==> config.mk <==
export PLATFORM = sky130hd
export DESIGN_NAME = alu_arbiter_flat
export DESIGN_NICKNAME = d
export VERILOG_FILES = /design/src/rtl/alu_pkg.sv /design/src/rtl/alu_arbiter_if.sv /design/src/rtl/rr_arbiter.sv /design/src/rtl/alu_arbiter.sv /design/src/flat_wrapper.sv
export SDC_FILE = /design/constraint.sdc
export NUM_CORES = 1
export LEC_CHECK = 0
export ABC_AREA = 1
export CORE_MARGIN = 4
export CORE_UTILIZATION = 40
export DETAILED_ROUTE_END_ITERATION = 7
export PLACE_DENSITY = 0.81
export SLEW_MARGIN = 20
export SYNTH_ARGS = -nofsm -noshare
export SYNTH_HDL_FRONTEND = slang
export SYNTH_HIERARCHICAL = 1
export SYNTH_SLANG_ARGS = --single-unit
==> constraint.sdc <==
create_clock -name clk -period 2 [get_ports clk]
set_input_delay 0.4 -clock clk [delete_from_list [all_inputs] [get_ports clk]]
set_output_delay 0.4 -clock clk [all_outputs]
set_load 0.05 [all_outputs]
==> src/rtl/alu_pkg.sv <==
// Shared definitions for the ALU arbiter slice.
// Contents: ALU opcode constants, datapath widths, arbiter FSM state type,
//           and an opcode legality helper.
package alu_pkg;

    localparam int OP_W   = 5;
    localparam int DATA_W = 32;
    localparam int FLAG_W = 4;

    localparam logic [OP_W-1:0] NOP  = 5'd0;
    localparam logic [OP_W-1:0] ANDS = 5'd1;
    localparam logic [OP_W-1:0] ORRS = 5'd2;
    localparam logic [OP_W-1:0] MVNS = 5'd3;
    localparam logic [OP_W-1:0] EORS = 5'd4;
    localparam logic [OP_W-1:0] ADCS = 5'd5;
    localparam logic [OP_W-1:0] ADDS = 5'd6;
    localparam logic [OP_W-1:0] SBCS = 5'd7;
    localparam logic [OP_W-1:0] SUB  = 5'd8;
    localparam logic [OP_W-1:0] MULS = 5'd9;
    localparam logic [OP_W-1:0] LSRS = 5'd10;
    localparam logic [OP_W-1:0] LSLS = 5'd11;
    localparam logic [OP_W-1:0] ASR  = 5'd12;
    localparam logic [OP_W-1:0] ROR  = 5'd13;
    localparam logic [OP_W-1:0] UXTB = 5'd14;
    localparam logic [OP_W-1:0] UXTH = 5'd15;
    localparam logic [OP_W-1:0] SXTB = 5'd16;
    localparam logic [OP_W-1:0] SXTH = 5'd17;
    localparam logic [OP_W-1:0] CMP  = 5'd18;

    localparam logic [OP_W-1:0] OP_MAX = CMP;

    typedef enum logic [1:0] {
        IDLE,
        EXEC,
        RESP
    } arb_state_t;

    // Opcodes 1..OP_MAX are executable; NOP and anything above OP_MAX is rejected.
    function automatic logic op_legal(input logic [OP_W-1:0] op);
        return (op != NOP) && (op <= OP_MAX);
    endfunction

endpackage

==> src/rtl/alu_arbiter_if.sv <==
// Requester/response bus of the ALU arbiter.
// Signals: req_valid/req_ready per requester, packed req_op/req_a/req_b,
//          single response channel rsp_valid/rsp_ready with rsp_id,
//          rsp_result, rsp_flags, rsp_err.
// Modports: slave = arbiter side, master = requester/consumer side.
interface alu_arbiter_if #(
    parameter int NUM_REQ = 2,
    parameter int ID_W    = 1
) ();
    import alu_pkg::*;

    logic [NUM_REQ-1:0]        req_valid;
    logic [NUM_REQ-1:0]        req_ready;
    logic [OP_W*NUM_REQ-1:0]   req_op;
    logic [DATA_W*NUM_REQ-1:0] req_a;
    logic [DATA_W*NUM_REQ-1:0] req_b;

    logic                      rsp_valid;
    logic                      rsp_ready;
    logic [ID_W-1:0]           rsp_id;
    logic [DATA_W-1:0]         rsp_result;
    logic [FLAG_W-1:0]         rsp_flags;
    logic                      rsp_err;

    modport slave (
        input  req_valid, req_op, req_a, req_b, rsp_ready,
        output req_ready, rsp_valid, rsp_id, rsp_result, rsp_flags, rsp_err
    );

    modport master (
        output req_valid, req_op, req_a, req_b, rsp_ready,
        input  req_ready, rsp_valid, rsp_id, rsp_result, rsp_flags, rsp_err
    );
endinterface

==> src/rtl/rr_arbiter.sv <==
// Combinational round-robin selector.
// Ports: req   - request vector
//        ptr   - highest-priority index (must be < NUM_REQ)
//        grant - one-hot grant, zero when no request
//        idx   - encoded winner index
//        any   - at least one request present
module rr_arbiter #(
    parameter int NUM_REQ = 2,
    parameter int PTR_W   = $clog2(NUM_REQ)
) (
    input  logic [NUM_REQ-1:0] req,
    input  logic [PTR_W-1:0]   ptr,
    output logic [NUM_REQ-1:0] grant,
    output logic [PTR_W-1:0]   idx,
    output logic               any
);

    always_comb begin
        int                 j;
        logic [PTR_W-1:0]   j_idx;
        grant = '0;
        idx   = '0;
        any   = 1'b0;
        j     = 0;
        j_idx = '0;
        // Search upward from ptr with wrap; first hit wins.
        for (int off = 0; off < NUM_REQ; off++) begin
            j     = (int'(ptr) + off) % NUM_REQ;
            j_idx = PTR_W'(j);
            if (!any && req[j_idx]) begin
                any          = 1'b1;
                grant[j_idx] = 1'b1;
                idx          = j_idx;
            end
        end
    end

endmodule

==> src/rtl/alu_arbiter.sv <==
// Round-robin sharing of one ALU between NUM_REQ requesters, one
// transaction in flight at a time.
// Ports: clk, rst_n (async active-low)
//        bus             - requester/response interface (slave side)
//        alu_instruction - opcode to ALU, NOP outside EXEC
//        alu_num1/num2   - operands to ALU, zero outside EXEC
//        alu_result/flags- registered ALU outputs, valid ALU_LAT cycles
//                          after the inputs are applied
module alu_arbiter
    import alu_pkg::*;
#(
    parameter int NUM_REQ = 2,
    parameter int ID_W    = 1,
    parameter int ALU_LAT = 1
) (
    input  logic              clk,
    input  logic              rst_n,
    alu_arbiter_if.slave      bus,
    output logic [OP_W-1:0]   alu_instruction,
    output logic [DATA_W-1:0] alu_num1,
    output logic [DATA_W-1:0] alu_num2,
    input  logic [DATA_W-1:0] alu_result,
    input  logic [FLAG_W-1:0] alu_flags
);

    localparam int PTR_W = $clog2(NUM_REQ);
    localparam int CNT_W = (ALU_LAT < 1) ? 1 : $clog2(ALU_LAT + 1);

    arb_state_t          state;
    logic [PTR_W-1:0]    ptr;
    logic [CNT_W-1:0]    cnt;

    logic [NUM_REQ-1:0]  grant;
    logic [PTR_W-1:0]    win_idx;
    logic                win_any;
    logic [PTR_W-1:0]    next_ptr;
    logic [OP_W-1:0]     sel_op;
    logic [DATA_W-1:0]   sel_a;
    logic [DATA_W-1:0]   sel_b;

    rr_arbiter #(
        .NUM_REQ (NUM_REQ),
        .PTR_W   (PTR_W)
    ) u_rr (
        .req   (bus.req_valid),
        .ptr   (ptr),
        .grant (grant),
        .idx   (win_idx),
        .any   (win_any)
    );

    // Ready is offered only in IDLE; gating with rst_n keeps it low while
    // reset is held even if requests are pending.
    assign bus.req_ready = (state == IDLE && rst_n) ? grant : '0;

    assign sel_op   = bus.req_op[OP_W*win_idx +: OP_W];
    assign sel_a    = bus.req_a[DATA_W*win_idx +: DATA_W];
    assign sel_b    = bus.req_b[DATA_W*win_idx +: DATA_W];
    assign next_ptr = (win_idx == PTR_W'(NUM_REQ - 1)) ? '0 : win_idx + PTR_W'(1);

    // The ALU input registers double as the captured request: loaded on
    // accept of a legal op, held through EXEC, cleared on the way to RESP.
    always_ff @(posedge clk or negedge rst_n) begin
        if (!rst_n) begin
            state           <= IDLE;
            ptr             <= '0;
            cnt             <= '0;
            bus.rsp_valid   <= 1'b0;
            bus.rsp_id      <= '0;
            bus.rsp_result  <= '0;
            bus.rsp_flags   <= '0;
            bus.rsp_err     <= 1'b0;
            alu_instruction <= NOP;
            alu_num1        <= '0;
            alu_num2        <= '0;
        end else begin
            case (state)
                IDLE: begin
                    if (win_any) begin
                        bus.rsp_id <= ID_W'(win_idx);
                        ptr        <= next_ptr;
                        if (op_legal(sel_op)) begin
                            alu_instruction <= sel_op;
                            alu_num1        <= sel_a;
                            alu_num2        <= sel_b;
                            cnt             <= '0;
                            state           <= EXEC;
                        end else begin
                            bus.rsp_err    <= 1'b1;
                            bus.rsp_result <= '0;
                            bus.rsp_flags  <= '0;
                            bus.rsp_valid  <= 1'b1;
                            state          <= RESP;
                        end
                    end
                end
                EXEC: begin
                    cnt <= cnt + CNT_W'(1);
                    if (cnt == CNT_W'(ALU_LAT)) begin
                        bus.rsp_result  <= alu_result;
                        bus.rsp_flags   <= alu_flags;
                        bus.rsp_err     <= 1'b0;
                        bus.rsp_valid   <= 1'b1;
                        alu_instruction <= NOP;
                        alu_num1        <= '0;
                        alu_num2        <= '0;
                        state           <= RESP;
                    end
                end
                RESP: begin
                    if (bus.rsp_ready) begin
                        bus.rsp_valid <= 1'b0;
                        state         <= IDLE;
                    end
                end
                default: state <= IDLE;
            endcase
        end
    end

endmodule

==> src/flat_wrapper.sv <==
// flat-port wrapper written by rule: the top's interface ports become plain ports
module alu_arbiter_flat import alu_pkg::*;
#(
    parameter int NUM_REQ = 2,
    parameter int ID_W    = 1,
    parameter int ALU_LAT = 1
)
  (clk, rst_n, alu_instruction, alu_num1, alu_num2, alu_result, alu_flags, bus_req_valid, bus_req_op, bus_req_a, bus_req_b, bus_rsp_ready, bus_req_ready, bus_rsp_valid, bus_rsp_id, bus_rsp_result, bus_rsp_flags, bus_rsp_err);
  alu_arbiter_if #(.NUM_REQ(NUM_REQ), .ID_W(ID_W)) bus_i ();
  input  logic clk;
  input  logic rst_n;
  output logic [OP_W-1:0] alu_instruction;
  output logic [DATA_W-1:0] alu_num1;
  output logic [DATA_W-1:0] alu_num2;
  input  logic [DATA_W-1:0] alu_result;
  input  logic [FLAG_W-1:0] alu_flags;
  input wire logic [$bits(bus_i.req_valid)-1:0] bus_req_valid;
  input wire logic [$bits(bus_i.req_op)-1:0] bus_req_op;
  input wire logic [$bits(bus_i.req_a)-1:0] bus_req_a;
  input wire logic [$bits(bus_i.req_b)-1:0] bus_req_b;
  input wire logic [$bits(bus_i.rsp_ready)-1:0] bus_rsp_ready;
  output wire logic [$bits(bus_i.req_ready)-1:0] bus_req_ready;
  output wire logic [$bits(bus_i.rsp_valid)-1:0] bus_rsp_valid;
  output wire logic [$bits(bus_i.rsp_id)-1:0] bus_rsp_id;
  output wire logic [$bits(bus_i.rsp_result)-1:0] bus_rsp_result;
  output wire logic [$bits(bus_i.rsp_flags)-1:0] bus_rsp_flags;
  output wire logic [$bits(bus_i.rsp_err)-1:0] bus_rsp_err;
  assign bus_i.req_valid = bus_req_valid;
  assign bus_i.req_op = bus_req_op;
  assign bus_i.req_a = bus_req_a;
  assign bus_i.req_b = bus_req_b;
  assign bus_i.rsp_ready = bus_rsp_ready;
  assign bus_req_ready = bus_i.req_ready;
  assign bus_rsp_valid = bus_i.rsp_valid;
  assign bus_rsp_id = bus_i.rsp_id;
  assign bus_rsp_result = bus_i.rsp_result;
  assign bus_rsp_flags = bus_i.rsp_flags;
  assign bus_rsp_err = bus_i.rsp_err;
  alu_arbiter #(.NUM_REQ(NUM_REQ), .ID_W(ID_W), .ALU_LAT(ALU_LAT)) u_core (.clk(clk), .rst_n(rst_n), .bus(bus_i), .alu_instruction(alu_instruction), .alu_num1(alu_num1), .alu_num2(alu_num2), .alu_result(alu_result), .alu_flags(alu_flags));
endmodule
Fig. 1: where the registers sit
Other sequential cells in the stronger grey, the rest of the logic in the fainter grey.
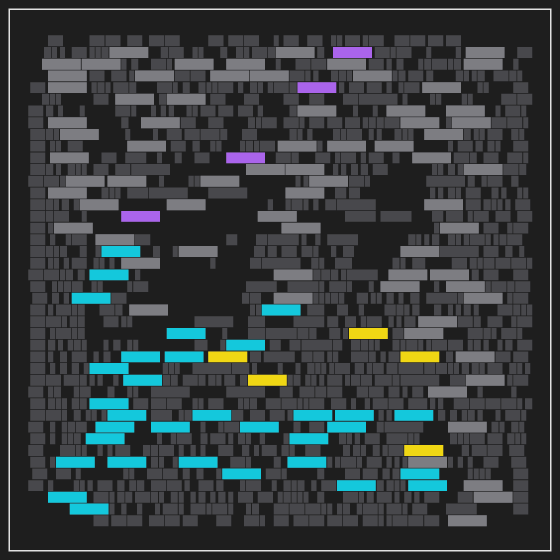
u_core/bus.rsp_flags -> purple  # placed flops 4, where top centre
u_core/alu_instruction -> yellow  # placed flops 5
u_core/alu_num1 -> cyan  # placed flops 32
not coloured = 71
Seq. pwr: 3910 uW
Layout Utilization: 0.693
Reg area: 2800 um2

Fig. 2: routed clock nets over the placement
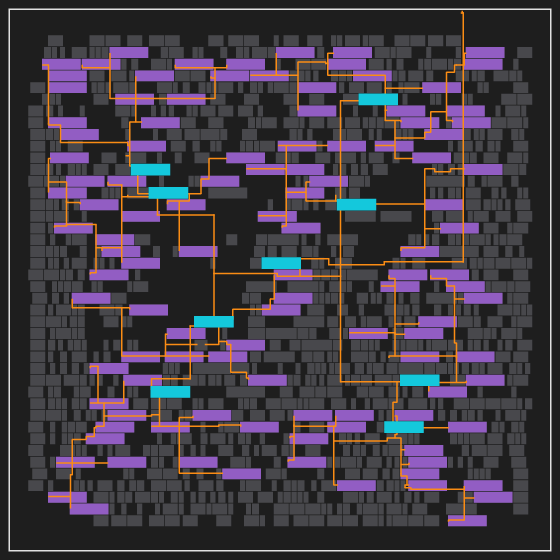
flip-flops -> purple  # count 112
clock wires -> orange  # length 1320 um
clock drivers -> cyan  # count 9
routed clock nets = 10

==> impl_metrics.json <==
{
  "status": "finished, final reports clean",
  "port_buffers": 288,
  "cpMaxStageDelayCell": "clkdlybuf4s50_1",
  "drc": 0,
  "postPlaceCellArea_um2": 8720,
  "drtIter0Drc": 378,
  "ys_cells": 749,
  "hold_class": "input port to asynchronous set/reset pin",
  "grtUsageTotal": 0.229,
  "fillers": 1140,
  "crit_required_ps": 1600,
  "synth_cell_types": 18,
  "fin_area_um2": 9280,
  "ys_seq_frac": 0.508,
  "crit_type": "register to primary output",
  "die-height_um": 125,
  "cp_top_family": "buffers and inverters",
  "cap_violations": 0,
  "die_x_um": 125,
  "fin_worst_skew_ps": 7.79,
  "wl_per_cell_um": 15.9,
  "clkPwrFrac": 0.109,
  "layout-drive-gt1-share": 0.0940,
  "fin_nets": 1216,
  "power_uw": 16500,
  "cts-root-buf": "clkbuf_16",
  "p_int_uw": 8040,
  "cpPeakStageDelay_ps": 850,
  "synthesis.nets": 928,
  "vias": 6019,
  "setup-tns-final_ps": 0,
  "combPwrFrac": 0.655,
  "end_kind": "primary output",
  "finalMaxSlewViolations": 0,
  "worstSkewPairLatency_ps": 350,
  "dieArea_um2": 15700,
  "post-route-min-period_ps": 1950,
  "grt_pass1_wl_mm": 29.5,
  "p_switching_uw": 8480,
  "htreeDepth": 3,
  "syn_avg_cell_area_um2": 7.37,
  "synth_area_um2": 5520,
  "num_io_pins": 289,
  "grt_pass1_vias": 5756,
  "crit_buf_inv": 1,
  "rows": 42,
  "finalWirelength_mm": 19.4,
  "setup_viol_count_final": 0,
  "critPathArrivalTime_ps": 1550,
  "ys_ff": 112,
  "warnings": 28,
  "antenna_found_initial": 0,
  "worst-path-max-fanout": 2,
  "netSwitchingFraction": 0.513,
  "core_um2": 13400,
  "ir_drop_uv": 1000,
  "cellPowerDensity_nw_per_um2": 1780,
  "hold_viol": 0,
  "ant_nets": 0,
  "period_used_share": 0.977,
  "antenna_cells": 0,
  "routed_via_density": 4.94,
  "pre_cts_ws_ps": -472,
  "ys_area_um2": 5520,
  "core_util_floorplan": 0.412,
  "grt_max_degree": 102,
  "postSynthCellCount": 749,
  "worst_pin_slew_ps": 559,
  "cts_buffer_depth": 2,
  "gr-total-overflow": 0,
  "cts_inserted_buffers": 9,
  "hold_slack_ps": 143,
  "clock_sinks": 112,
  "first_pass_iters": 5,
  "area_growth_pct": 68.2,
  "crit_chain": "clkdlybuf4s50_1",
  "start_kind": "register",
  "place_inst": 1192,
  "globalplace.congestion": 0.804,
  "seqPwrFrac": 0.237,
  "tritoncts": "yes",
  "p_leak_uw": 0.00452,
  "max_freq_mhz": 512,
  "yosys_warnings": 6,
  "slew_headroom": 0.626,
  "cts.clk_slew.worst_paths_ps": 70,
  "hpwlAfterDp_mm": 13.5,
  "finalWorstSetupSlack_ps": 46.3,
  "final_cell_count_no_fill": 1218
}
Fig. 3: I/O nets highlighted
Scale bar: 50 um.
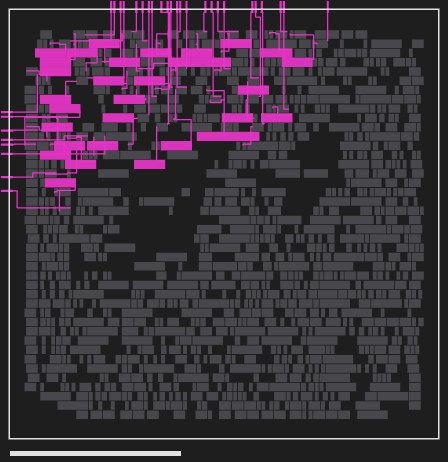
bus_rsp_result -> magenta  # direction output, edge 24 top, 8 left, end cells 32, wire 1050 um

logic make-up (layout without fill, tap and decap cells):
logic type,count (synthesis),in the layout,synth area share
and+or+nand+nor,493,494,0.367
DFF,112,112,0.508
AOI/OAI and AO/OA,77,77,0.0698
buffers and inverters,67,359,0.0551
worst paths after layout:
check	slack (ps)	to	start	cells past startpoint
max in group asynchronous	1010	u_core/alu_instruction[3]	rst_n	2
hold reg to reg	470	u_core/bus.rsp_result[9]	u_core/bus.rsp_result[9]	2
hold / removal	140	u_core/alu_num2[16]	rst_n	2
setup / recovery	50	alu_num2[26]	u_core/alu_num2[26]	1
min in group clk	470	u_core/bus.rsp_result[9]	u_core/bus.rsp_result[9]	2
setup reg to reg	110	u_core/alu_num2[17]	u_core/ptr	14
per-layer routing:
metal,up-vias,GRT usage,part of all wire
met1,2793,0.276,0.39
met4,0,0.0791,0.029
met3,33,0.0576,0.075
met5,-,0,0
met2,216,0.397,0.50
li1,2977,-,-
flip-flops by register name (all words and copies together) (netlist names):
name	flops
u_core/ptr	1
u_core/state	2
u_core/alu_instruction	5
u_core/bus.rsp_err	1
u_core/cnt	1
u_core/bus.rsp_valid	1
u_core/alu_num1	32
u_core/alu_num2	32
u_core/bus.rsp_flags	4
u_core/bus.rsp_result	32
u_core/bus.rsp_id	1
what timing repair did:
item / CTS / global route
hold buffers: 1 / 0
gates cloned: 0 / 8
setup endpoints to repair: 109 / 112
pin swaps: 0 / 4
hold endpoints to repair: 11 / 0
buffers inserted: 0 / 1
gates resized: 5 / 20
power groups by stage:
| stage | combinational, uW | clock [uW] | sequential (uW) |
|---|---|---|---|
| floorplan | 3040 | 0 | 7360 |
| global placement | 10100 | 0 | 3910 |
| detailed placement | 10200 | 0 | 3930 |
| CTS | 10200 | 1850 | 3910 |
| global route | 11500 | 1930 | 4040 |
| finish | 10800 | 1790 | 3910 |
final cells by class:
cell class	count	area, um2	share of cell area
clock inverters	3	23.8	0.00256
multi-input cells	571	2510	0.270
flip-flops and latches	112	2800	0.302
clock buffers	13	280	0.0302
inverters	12	45.0	0.00485
repair buffers	331	3400	0.367
well taps	176	220	0.0237
cell usage after synthesis, drive strengths merged:
cell	n	share of area
and3	2	0.0023
nand3b	2	0.0027
o21ai	4	0.0036
inv	12	0.0082
nand2	374	0.26
nor2	7	0.0075
a21oi	73	0.066
buf	36	0.034
clkbuf	19	0.013
nand3	108	0.098
dfrtp	112	0.51
cell usage in the layout, fill, tap and decap left out:
cell,n
a21oi_1,72
a21oi_4,1
and3_1,1
and3_2,1
buf_12,10
buf_4,38
buf_6,5
clkbuf_16,14
clkbuf_8,4
clkdlybuf4s50_1,269
clkinv_4,1
clkinvlp_4,2
dfrtp_1,112
dlygate4sd2_1,1
dlygate4sd3_1,1
dlymetal6s2s_1,2
inv_1,6
inv_2,6
nand2_1,366
nand2_2,5
nand2_4,1
nand2_8,3
nand3_1,106
nand3_2,2
nand3b_1,2
nor2_1,3
nor2_2,1
nor2_4,3
o21ai_0,3
o21ai_2,1
No activity file was given, so power comes from the tool's default toggle rates.
